**config.mk**
```make
export PLATFORM = sky130hd
export DESIGN_NAME = axi4lite_reg_station
export DESIGN_NICKNAME = d
export VERILOG_FILES = /design/src/rtl/axi4lite_reg_station.sv
export SDC_FILE = /design/constraint.sdc
export NUM_CORES = 1
export LEC_CHECK = 0
export CAP_MARGIN = 20
export CORE_UTILIZATION = 43
export CTS_CLUSTER_SIZE = 20
export DETAILED_ROUTE_END_ITERATION = 10
export PLACE_DENSITY = 0.95
export SKIP_CTS_REPAIR_TIMING = 1
export SYNTH_ARGS = -nofsm -noshare
export SYNTH_HDL_FRONTEND = slang
export SYNTH_SLANG_ARGS = --single-unit
export TNS_END_PERCENT = 1
```
**constraint.sdc**
```tcl
create_clock -name aclk -period 12.3 [get_ports aclk]
set_clock_uncertainty 0.2 [all_clocks]
set_input_delay 1.23 -clock aclk [delete_from_list [all_inputs] [get_ports aclk]]
set_output_delay 1.23 -clock aclk [all_outputs]
set_load 0.02 [all_outputs]
```
**src/rtl/axi4lite_reg_station.sv**
```systemverilog
// AXI4-Lite register slice: one register stage on each of AW, W, B, AR and R, with error tagging and an error IRQ.
// Defining AXI4LITE_REG_STATION_ASSERT_EN compiles in internal SVA checks; behaviour is otherwise identical.
module axi4lite_reg_station #(
    parameter int ADDR_WIDTH    = 32,
    parameter int DATA_WIDTH    = 32,
    parameter bit ERR_RESP_EN   = 1'b1,
    parameter bit IRQ_EN        = 1'b1,
    parameter int IRQ_HOLD_TIME = 8,
    parameter bit RST_SYNC_EN   = 1'b1
) (
    input  logic                    aclk,
    input  logic                    aresetn,
    output logic                    irq_o,

    input  logic [ADDR_WIDTH-1:0]   s_axi_awaddr,
    input  logic [2:0]              s_axi_awprot,
    input  logic                    s_axi_awvalid,
    output logic                    s_axi_awready,
    input  logic [DATA_WIDTH-1:0]   s_axi_wdata,
    input  logic [DATA_WIDTH/8-1:0] s_axi_wstrb,
    input  logic                    s_axi_wvalid,
    output logic                    s_axi_wready,
    output logic [1:0]              s_axi_bresp,
    output logic                    s_axi_bvalid,
    input  logic                    s_axi_bready,
    input  logic [ADDR_WIDTH-1:0]   s_axi_araddr,
    input  logic [2:0]              s_axi_arprot,
    input  logic                    s_axi_arvalid,
    output logic                    s_axi_arready,
    output logic [DATA_WIDTH-1:0]   s_axi_rdata,
    output logic [1:0]              s_axi_rresp,
    output logic                    s_axi_rvalid,
    input  logic                    s_axi_rready,

    output logic [ADDR_WIDTH-1:0]   m_axi_awaddr,
    output logic [2:0]              m_axi_awprot,
    output logic                    m_axi_awvalid,
    input  logic                    m_axi_awready,
    output logic [DATA_WIDTH-1:0]   m_axi_wdata,
    output logic [DATA_WIDTH/8-1:0] m_axi_wstrb,
    output logic                    m_axi_wvalid,
    input  logic                    m_axi_wready,
    input  logic [1:0]              m_axi_bresp,
    input  logic                    m_axi_bvalid,
    output logic                    m_axi_bready,
    output logic [ADDR_WIDTH-1:0]   m_axi_araddr,
    output logic [2:0]              m_axi_arprot,
    output logic                    m_axi_arvalid,
    input  logic                    m_axi_arready,
    input  logic [DATA_WIDTH-1:0]   m_axi_rdata,
    input  logic [1:0]              m_axi_rresp,
    input  logic                    m_axi_rvalid,
    output logic                    m_axi_rready
);
    localparam int STRB        = DATA_WIDTH / 8;
    localparam int ALIGN_BITS  = $clog2(STRB);
    localparam int AB          = (ALIGN_BITS > 0) ? ALIGN_BITS : 1;
    localparam int CNT_W       = $clog2(IRQ_HOLD_TIME + 1);
    localparam logic [1:0] RESP_SLVERR = 2'b10;

    logic rst_n;

    // Asynchronous assertion, synchronous release when the synchronizer is enabled.
    generate
        if (RST_SYNC_EN) begin : g_rst_sync
            logic [1:0] sync_reg;
            always_ff @(posedge aclk or negedge aresetn) begin
                if (!aresetn) sync_reg <= 2'b00;
                else          sync_reg <= {sync_reg[0], 1'b1};
            end
            assign rst_n = sync_reg[1];
        end else begin : g_rst_direct
            assign rst_n = aresetn;
        end
    endgenerate

    function automatic logic addr_err(input logic [ADDR_WIDTH-1:0] a);
        return (ALIGN_BITS > 0) && (a[AB-1:0] != '0);
    endfunction

    logic aw_full_reg, w_full_reg, b_full_reg, ar_full_reg, r_full_reg;
    logic wr_err_reg, rd_err_reg;
    logic aw_hs, w_hs, ar_hs, sb_hs, sr_hs;

    assign s_axi_awready = !aw_full_reg;
    assign s_axi_wready  = !w_full_reg;
    assign s_axi_arready = !ar_full_reg;
    assign m_axi_bready  = !b_full_reg;
    assign m_axi_rready  = !r_full_reg;
    assign m_axi_awvalid = aw_full_reg;
    assign m_axi_wvalid  = w_full_reg;
    assign m_axi_arvalid = ar_full_reg;
    assign s_axi_bvalid  = b_full_reg;
    assign s_axi_rvalid  = r_full_reg;

    assign aw_hs = s_axi_awvalid && !aw_full_reg;
    assign w_hs  = s_axi_wvalid  && !w_full_reg;
    assign ar_hs = s_axi_arvalid && !ar_full_reg;
    assign sb_hs = b_full_reg && s_axi_bready;
    assign sr_hs = r_full_reg && s_axi_rready;

    always_ff @(posedge aclk or negedge rst_n) begin
        if (!rst_n) begin
            aw_full_reg  <= 1'b0;
            m_axi_awaddr <= '0;
            m_axi_awprot <= '0;
        end else if (aw_full_reg) begin
            if (m_axi_awready) aw_full_reg <= 1'b0;
        end else if (s_axi_awvalid) begin
            aw_full_reg  <= 1'b1;
            m_axi_awaddr <= s_axi_awaddr;
            m_axi_awprot <= s_axi_awprot;
        end
    end

    always_ff @(posedge aclk or negedge rst_n) begin
        if (!rst_n) begin
            w_full_reg  <= 1'b0;
            m_axi_wdata <= '0;
            m_axi_wstrb <= '0;
        end else if (w_full_reg) begin
            if (m_axi_wready) w_full_reg <= 1'b0;
        end else if (s_axi_wvalid) begin
            w_full_reg  <= 1'b1;
            m_axi_wdata <= s_axi_wdata;
            m_axi_wstrb <= s_axi_wstrb;
        end
    end

    always_ff @(posedge aclk or negedge rst_n) begin
        if (!rst_n) begin
            ar_full_reg  <= 1'b0;
            m_axi_araddr <= '0;
            m_axi_arprot <= '0;
        end else if (ar_full_reg) begin
            if (m_axi_arready) ar_full_reg <= 1'b0;
        end else if (s_axi_arvalid) begin
            ar_full_reg  <= 1'b1;
            m_axi_araddr <= s_axi_araddr;
            m_axi_arprot <= s_axi_arprot;
        end
    end

    // A new error set wins over the clear from the previous response.
    always_ff @(posedge aclk or negedge rst_n) begin
        if (!rst_n) begin
            wr_err_reg <= 1'b0;
            rd_err_reg <= 1'b0;
        end else begin
            if ((aw_hs && addr_err(s_axi_awaddr)) || (w_hs && (s_axi_wstrb == '0)))
                wr_err_reg <= 1'b1;
            else if (sb_hs)
                wr_err_reg <= 1'b0;
            if (ar_hs && addr_err(s_axi_araddr))
                rd_err_reg <= 1'b1;
            else if (sr_hs)
                rd_err_reg <= 1'b0;
        end
    end

    always_ff @(posedge aclk or negedge rst_n) begin
        if (!rst_n) begin
            b_full_reg  <= 1'b0;
            s_axi_bresp <= '0;
        end else if (b_full_reg) begin
            if (s_axi_bready) b_full_reg <= 1'b0;
        end else if (m_axi_bvalid) begin
            b_full_reg  <= 1'b1;
            s_axi_bresp <= (ERR_RESP_EN && wr_err_reg) ? RESP_SLVERR : m_axi_bresp;
        end
    end

    always_ff @(posedge aclk or negedge rst_n) begin
        if (!rst_n) begin
            r_full_reg  <= 1'b0;
            s_axi_rdata <= '0;
            s_axi_rresp <= '0;
        end else if (r_full_reg) begin
            if (s_axi_rready) r_full_reg <= 1'b0;
        end else if (m_axi_rvalid) begin
            r_full_reg  <= 1'b1;
            s_axi_rdata <= m_axi_rdata;
            s_axi_rresp <= (ERR_RESP_EN && rd_err_reg) ? RESP_SLVERR : m_axi_rresp;
        end
    end

    generate
        if (IRQ_EN && ERR_RESP_EN) begin : g_irq
            logic             trigger;
            logic [CNT_W-1:0] irq_cnt_reg;

            // Level-sampled: a held erroneous valid keeps reloading the counter.
            assign trigger = (s_axi_awvalid && addr_err(s_axi_awaddr)) ||
                             (s_axi_arvalid && addr_err(s_axi_araddr)) ||
                             (s_axi_wvalid  && (s_axi_wstrb == '0));

            always_ff @(posedge aclk or negedge rst_n) begin
                if (!rst_n)                  irq_cnt_reg <= '0;
                else if (trigger)            irq_cnt_reg <= CNT_W'(IRQ_HOLD_TIME);
                else if (irq_cnt_reg != '0)  irq_cnt_reg <= irq_cnt_reg - 1'b1;
            end
            assign irq_o = (irq_cnt_reg != '0);

`ifdef AXI4LITE_REG_STATION_ASSERT_EN
            a_irq_hold: assert property (@(posedge aclk) disable iff (!rst_n)
                trigger |=> irq_o [*IRQ_HOLD_TIME]);
`endif
        end else begin : g_no_irq
            assign irq_o = 1'b0;
        end
    endgenerate

`ifdef AXI4LITE_REG_STATION_ASSERT_EN
    a_aw_stable: assert property (@(posedge aclk) disable iff (!rst_n)
        (m_axi_awvalid && !m_axi_awready) |=> (m_axi_awvalid && $stable(m_axi_awaddr) && $stable(m_axi_awprot)));
    a_w_stable: assert property (@(posedge aclk) disable iff (!rst_n)
        (m_axi_wvalid && !m_axi_wready) |=> (m_axi_wvalid && $stable(m_axi_wdata) && $stable(m_axi_wstrb)));
    a_ar_stable: assert property (@(posedge aclk) disable iff (!rst_n)
        (m_axi_arvalid && !m_axi_arready) |=> (m_axi_arvalid && $stable(m_axi_araddr) && $stable(m_axi_arprot)));
    a_b_stable: assert property (@(posedge aclk) disable iff (!rst_n)
        (s_axi_bvalid && !s_axi_bready) |=> (s_axi_bvalid && $stable(s_axi_bresp)));
    a_r_stable: assert property (@(posedge aclk) disable iff (!rst_n)
        (s_axi_rvalid && !s_axi_rready) |=> (s_axi_rvalid && $stable(s_axi_rdata) && $stable(s_axi_rresp)));
    a_aw_fwd: assert property (@(posedge aclk) disable iff (!rst_n)
        aw_hs |=> (m_axi_awvalid && m_axi_awaddr == $past(s_axi_awaddr) && m_axi_awprot == $past(s_axi_awprot)));
    a_w_fwd: assert property (@(posedge aclk) disable iff (!rst_n)
        w_hs |=> (m_axi_wvalid && m_axi_wdata == $past(s_axi_wdata) && m_axi_wstrb == $past(s_axi_wstrb)));
    a_ar_fwd: assert property (@(posedge aclk) disable iff (!rst_n)
        ar_hs |=> (m_axi_arvalid && m_axi_araddr == $past(s_axi_araddr) && m_axi_arprot == $past(s_axi_arprot)));
    a_r_fwd: assert property (@(posedge aclk) disable iff (!rst_n)
        (m_axi_rvalid && m_axi_rready) |=> (s_axi_rvalid && s_axi_rdata == $past(m_axi_rdata)));
`endif

endmodule

```
### Routing congestion map, run 1

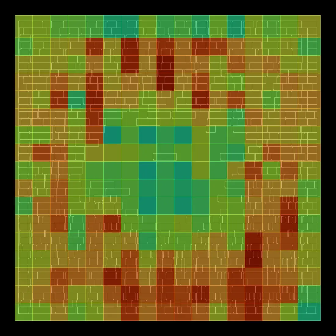
gr usage total: 24.8%
detail-routed net length per standard cell: 18.5 um

### Clock network drawn from the DEF, run 1

(4 px per um)
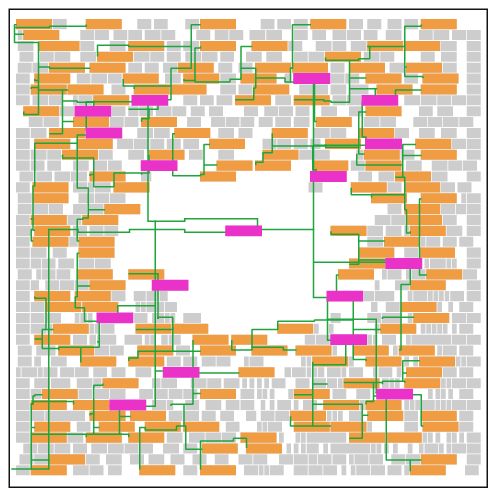
clock wires -> green  # length 1790 um
clock-net drivers -> magenta  # count 17
flip-flops -> orange  # count 155
routed clock nets = 18
flops lie = all over the die
power in the clock group: 475 uW
power share of the clock group: 26.8%
clk latency late pin: 420 ps

### Supply network, run 1

(3 px per um) Pins as bars on the die edge.
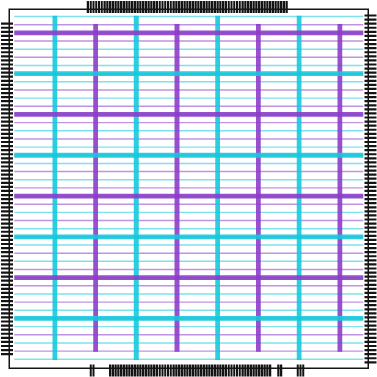
VSS -> cyan
VDD -> purple
met4 straps = 8
rows = 42
met5 straps = 8
core area: 13300 um2
worst vdd ir: 0.108 mV
Die Ht: 119 um
x dimension of the die: 119 um

==> changes_impl.md, run 1 <==
### Changed

- Outcome: complete, no violations
- Post-Syn Area: 5900 um2
- Crit share post-route: 28.9%
- Reg2reg start: m_axi_arvalid$_DFF_PN0_
- IO buf count: 306
- Wire length on met2: 9370 um
- Clock-pin transition on the worst setup and hold timing paths: 60 ps
- Remaining DRCs: 0
- Post-layout util: 73.1%
- Via count of the first global-routing pass: 4995
- Buffer levels on the longest clock path: 2
- Internal power component: 1.21 mW
- Dominant Register Cell: dfrtp_1
- Origin of the worst setup path: g_irq.irq_cnt_reg[0]$_DFFE_PN0P_
- Register-to-register path setup slack: 10300 ps
- Antenna fix cells: 0
- Cts bufs inserted: 17
- Initial antenna violation count: 0
- Share of power burned in registers: 39.2%
- Yosys warning total: 0
- Starting Density: 44.4%
- Buffer type at the clock tree root: clkbuf_16
- FP Rows: 42
- Global-route wire length before repair: 26500 um
- Syn nets: 589
- Final Hold Vio Count: 0
- Cell count after synthesis: 433
- Area growth syn-to-layout: 64.8%
- Setup repair after global routing missed its margin: no
- Leftover overflow at the end of global routing: 0
- Share of the synthesized area in the top cell type: 65.7%
- Vias after detailed routing: 4646
- Hold_ws: 153 ps
- Power per unit of standard cell area: 182 nW/um2
- Top layer used by detailed routing: met4
- Unique masters post-synth: 28
- Shortest clock period the worst path allows after layout: 3560 ps
- Portion of total power attributed to combinational logic: 33.9%
- Number of nets with antenna violations after detailed routing: 0
- Sink of the worst hold path: g_rst_sync.sync_reg[1]$_DFF_PN0_
- Yosys Instances: 433
- Chip Area: 14200 um2
- Required time reported for the critical path endpoint: 10870 ps
- Num ports: 307
- Transition time at the pin with the least slew margin: 1000 ps
- Most frequently placed logic cells in the final layout: clkdlybuf4s50_1 (306), dfrtp_1 (154), nand2_1 (107)
- Global Route met2 Usage: 45.7%
- Data arrival time at the worst-slack endpoint: 2130 ps
- Most utilized layer in the global route result: met2
- CTS tree: built
- Least setup slack across all paths after layout: 8740 ps
- Worst-path fanout max: 5
- Tool warnings: 27
- Routability Congestion: 0.839
- WL met3: 1270 um
- End of the worst register-to-register path: m_axi_araddr[25]$_DFFE_PN0P_
- Placed wire-length estimate after detailed placement: 12400 um
- Element type at the critical path start: register
- Cell type contributing the most total cell area after synthesis: dfrtp_1
- Iteration-0 DRC count of the detailed router: 247
- Nets: 898
- Fillers: 800
- Register bit count reported by yosys: 155
- Wl on met1: 6100 um
- Category of the most critical setup path: register to output port
- Top area cell types: dfrtp_1 (66%), mux2_2 (20%), nand2_1 (6.8%)
- Static Leak: 4.19 nW
- Type of destination of the critical path: output port
- Yosys chip area: 5900 um2
- R2R cell count: 2
- Detail-routed via count per cell: 4.99
- Final count of negative-setup-slack endpoints: 0
- Most common cell after layout, fill and taps aside: clkdlybuf4s50_1
- Fraction of final layout cells sized beyond drive strength 1: 19.6%
- Pin count of the biggest net entering global routing: 82
- Hold path depth: 0
[run 1: layout make-up]
class | instances | area, um2 | area share [%]
clock buffer | 21 | 470 | 4.84
clock inverter | 11 | 71.3 | 0.734
inverter | 8 | 30.0 | 0.309
multi-input combinational | 249 | 1870 | 19.2
sequential | 155 | 3880 | 39.9
tap | 176 | 220 | 2.27
timing repair buffer | 311 | 3180 | 32.7
[run 1: per-stage QoR]
| step | instances | total power [mW] | area [um2] |
|---|---|---|---|
| 2_1_floorplan | 433 | 0.973 | 5900 |
| 3_3_place_gp | 895 | 1.27 | 9070 |
| 3_5_place_dp | 896 | 1.30 | 9100 |
| 4_1_cts | 928 | 1.78 | 9640 |
| 5_1_grt | 931 | 1.85 | 9720 |
| 6_report | 931 | 1.77 | 9720 |
[run 1: logic make-up (layout without fill, tap and decap cells)]
family | Yosys count | in the layout | share of synthesized area, %
mux | 106 | 106 | 20.2
xor+xnor | 2 | 2 | 0.297
fa+ha+maj | 2 | 2 | 0.424
other cells | 1 | 1 | 0.0636
simple gates | 124 | 124 | 8.48
compound gates | 14 | 14 | 1.72
buf+inv | 29 | 351 | 3.05
flops | 155 | 155 | 65.7
[run 1: power groups by stage]
stage               clock (mW)  combinational, mW  sequential (mW)
global placement             0              0.575            0.690
CTS                      0.484              0.598            0.695
global route             0.504              0.631            0.710
finish                   0.475              0.601            0.695
floorplan                    0              0.147            0.826
detailed placement           0              0.594            0.702
[run 1: synth_stat cells (3+ instances only)]
library cell    n
buf_2           9
nor2_1          4
dfrtp_1       155
nand2b_1        3
nor2b_1         4
mux2_2        106
buf_6           6
o21bai_1        3
o21ai_0         6
inv_1           8
buf_4           4
nand2_1       107
[run 1: critical path: stages, from the launching register on]
cell and delay (ps):
dfrtp_1 400, inv_1 90, ha_1 160, or3b_1 460, clkdlybuf4s50_1 610
### Where the registers sit, run 1

(4 px per um) Other sequential cells in the stronger gray, the rest of the logic in the fainter gray.
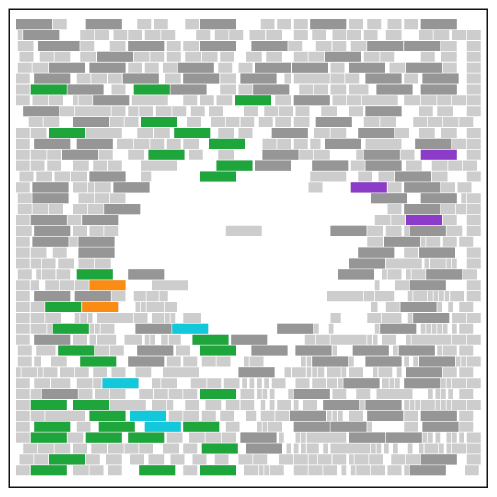

==> run 2: changes to the inputs <==
--- a/config.mk
+++ b/config.mk
@@ -6,10 +6,10 @@
 export NUM_CORES = 1
 export LEC_CHECK = 0
 export CAP_MARGIN = 20
-export CORE_UTILIZATION = 43
+export CORE_UTILIZATION = 40
 export CTS_CLUSTER_SIZE = 20
 export DETAILED_ROUTE_END_ITERATION = 10
-export PLACE_DENSITY = 0.95
+export PLACE_DENSITY = 0.91
 export SKIP_CTS_REPAIR_TIMING = 1
 export SYNTH_ARGS = -nofsm -noshare
 export SYNTH_HDL_FRONTEND = slang
==> constraint.sdc (replaced) <==
create_clock -name aclk -period 3.4 [get_ports aclk]
set_clock_uncertainty 0.2 [all_clocks]
set_input_delay 0.34 -clock aclk [delete_from_list [all_inputs] [get_ports aclk]]
set_output_delay 0.34 -clock aclk [all_outputs]
set_load 0.02 [all_outputs]
### Where the registers sit, run 2

(4 px per um) Other sequential cells in the stronger gray, the rest of the logic in the fainter gray.
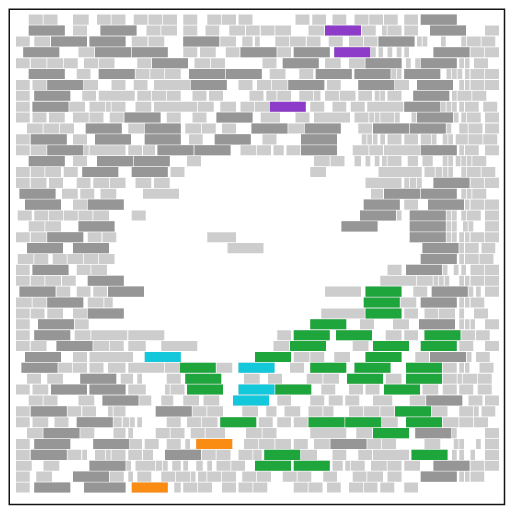
`s_axi_bresp` -> orange  # sequential cells 2
`m_axi_wstrb` -> cyan  # sequential cells 4, where bottom center
`m_axi_arprot` -> purple  # sequential cells 3
`m_axi_wdata` -> green  # sequential cells 32
not colored = 114
P_seq: 2.50 mW
storage element area: 3880 um2

### Clock network drawn from the DEF, run 2

(4 px per um)
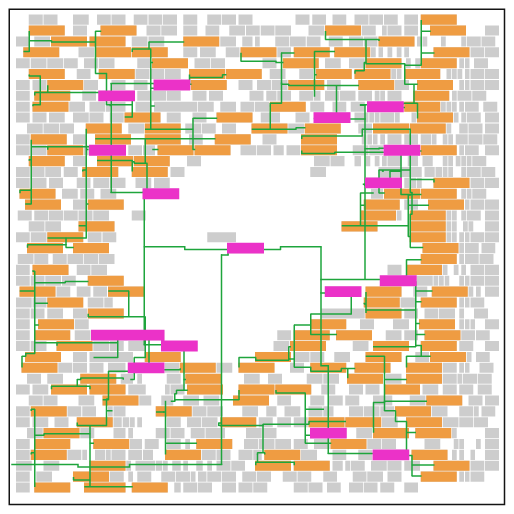
clock wires -> green  # length 1790 um
flip-flops -> orange  # count 155
clock-net drivers -> magenta  # count 17
routed clock nets = 18
power share of the clock group: 29.8%
power in the clock group: 1.97 mW

==> run 2 against run 1 <==
  * Clock-buffer cell count did not move
  * Non-clock buffer count rose by 3
  * First-iteration DRC count fell by 19%
  * Worst setup slack got worse by 8000 ps
  * Core utilization fell by 5.7 points
  * Sequential share of layout area fell by 0.18 points
  * Synthesized area did not move
==> changes_impl.md, run 2 <==
### Changed

- Worst-path fanout max: 5 (unchanged)
- Hold path depth: 0 (unchanged)
- Element type at the critical path start: register
- Top area cell types: dfrtp_1 (66%), mux2_2 (20%), nand2_1 (6.8%)
- Placed wire-length estimate after detailed placement: 12000 um (-3.7%)
- Multiplexer fraction of the synthesized cell area: 20.2% (unchanged)
- Setup repair after global routing missed its margin: no
- Yosys chip area: 5900 um2 (unchanged)
- Dominant Register Cell: dfrtp_1
- Slowest Stage Delay on Critical Path: 590 ps (-20 ps)
- Starting Density: 40.8% (-3.6 points)
- And-or/or-and share of the synthesized area: 1.72% (unchanged)
- Synth Area in Simple Gates: 8.48% (unchanged)
- Num ports: 307 (unchanged)
- Detail-routed via count per cell: 4.77 (-4.5%)
- Vias after detailed routing: 4484 (-3.5%)
- Clk latency late pin: 410 ps (about the same)
- Data arrival time at the worst-slack endpoint: 2160 ps (+30 ps)
- Tool warnings: 27 (unchanged)
- Register bit count reported by yosys: 155 (unchanged)
- Routability Congestion: 0.816 (-2.7%)
- Final count of negative-setup-slack endpoints: 0 (unchanged)
- Post-Layout Inst Area: 9770 um2 (+0.45%)
- Fillers: 1021 (+28%)
- Cell count after synthesis: 433 (unchanged)
- Most common cell after layout, fill and taps aside: clkdlybuf4s50_1
- Hold_ws: 157 ps (+3.83 ps)
- Adder and majority gate portion of the synthesized area: 0.424% (unchanged)
- Count leader, synth: dfrtp_1
- Leftover overflow at the end of global routing: 0 (unchanged)
- Pin count of the biggest net entering global routing: 75 (-8.5%)
- Share of power burned in registers: 37.8% (-1.4 points)
- Fraction of final layout cells sized beyond drive strength 1: 19.4% (-0.18 points)
- Internal power component: 4.64 mW (+280%)
- Yosys warning total: 0 (unchanged)
- Share of the synthesized area in the top cell type: 65.7% (unchanged)
- Clock-pin transition on the worst setup and hold timing paths: 60 ps (about the same)
- Main kind of combinational logic by area: multiplexers
- Yosys Instances: 433 (unchanged)
- Ordered cell list for the critical path: inv_1, ha_1, or3b_1, clkdlybuf4s50_1
- Worst vdd ir: 0.394 mV (+270%)
- Type of destination of the critical path: output port
- Portion of total power attributed to combinational logic: 32.4% (-1.5 points)
- Global Route met2 Usage: 38.4% (-7.3 points)
- Initial antenna violation count: 0 (unchanged)
- Most frequently placed logic cells in the final layout: clkdlybuf4s50_1 (306), dfrtp_1 (154), nand2_1 (107)
- FP Rows: 44 (+4.8%)
- X dimension of the die: 123 um (+3.6%)
- IO buf count: 306 (unchanged)
- R2R cell count: 3 (+1)
- Crit share post-route: 79.5%
- Outcome: complete, no violations
- Wl on met1: 5770 um (-5.5%)
- Syn nets: 589 (unchanged)
- Iteration-0 DRC count of the detailed router: 200 (-19%)
- Shortest clock period the worst path allows after layout: 2700 ps
- Category of the most critical setup path: register to output port
- Cts bufs inserted: 17 (unchanged)
- Cell type contributing the most total cell area after synthesis: dfrtp_1
- Antenna fix cells: 0 (unchanged)
- Cell with the biggest individual delay on the critical path: clkdlybuf4s50_1
- Static Leak: 4.21 nW (+0.68%)
- Top layer used by detailed routing: met4
-- run 2: metrics by stage --
stage                     std cells  util [%]  setup WS (ps)  power, mW
final                           941      67.4            697       6.62
after global routing            941      67.4            610       6.93
after CTS                       940      67.4            675       6.69
after detailed placement        909      63.1           1150       4.68
after global placement          909      63.1           1220       4.59
after floorplan                 433         -            632       3.52
-- run 2: critical path, delay by kind of cell, from the launching register on --
| family | cells | cell delay (ps) |
|---|---|---|
| adder cells (fa/ha/maj) | 1 | 190 |
| buffers and inverters | 2 | 690 |
| flip-flops | 1 | 400 |
| AND/OR/NAND/NOR | 1 | 470 |
-- run 2: cell type report --
| type | count | area (um2) | share of cell area (%) |
|---|---|---|---|
| sequential | 155 | 3880 | 39.8 |
| timing repair buffer | 314 | 3140 | 32.1 |
| multi-input combinational | 249 | 1870 | 19.1 |
| clock buffer | 21 | 450 | 4.61 |
| tap | 184 | 230 | 2.36 |
| clock inverter | 10 | 168 | 1.72 |
| inverter | 8 | 30.0 | 0.307 |
-- run 2: worst paths after layout --
| check | end | slack, ps |
|---|---|---|
| worst max-delay path | irq_o | 700 |
| worst min-delay path | g_rst_sync.sync_reg[1]$_DFF_PN0_ | 160 |
| worst max register to register | m_axi_wdata[22]$_DFFE_PN0P_ | 1540 |
| worst min register to register | g_rst_sync.sync_reg[1]$_DFF_PN0_ | 160 |
| max in group asynchronous | m_axi_araddr[16]$_DFFE_PN0P_ | 1860 |
| min in group asynchronous | s_axi_bresp[0]$_DFFE_PN0P_ | 230 |
-- run 2: power by group through the flow --
stage / clock network [mW] / logic (mW) / registers, mW
CTS: 2.01 / 2.17 / 2.51
floorplan: 0 / 0.532 / 2.99
finish: 1.97 / 2.15 / 2.50
global route: 2.10 / 2.28 / 2.56
detailed placement: 0 / 2.15 / 2.53
global placement: 0 / 2.09 / 2.50
No activity file was given, so power comes from the tool's default toggle rates.
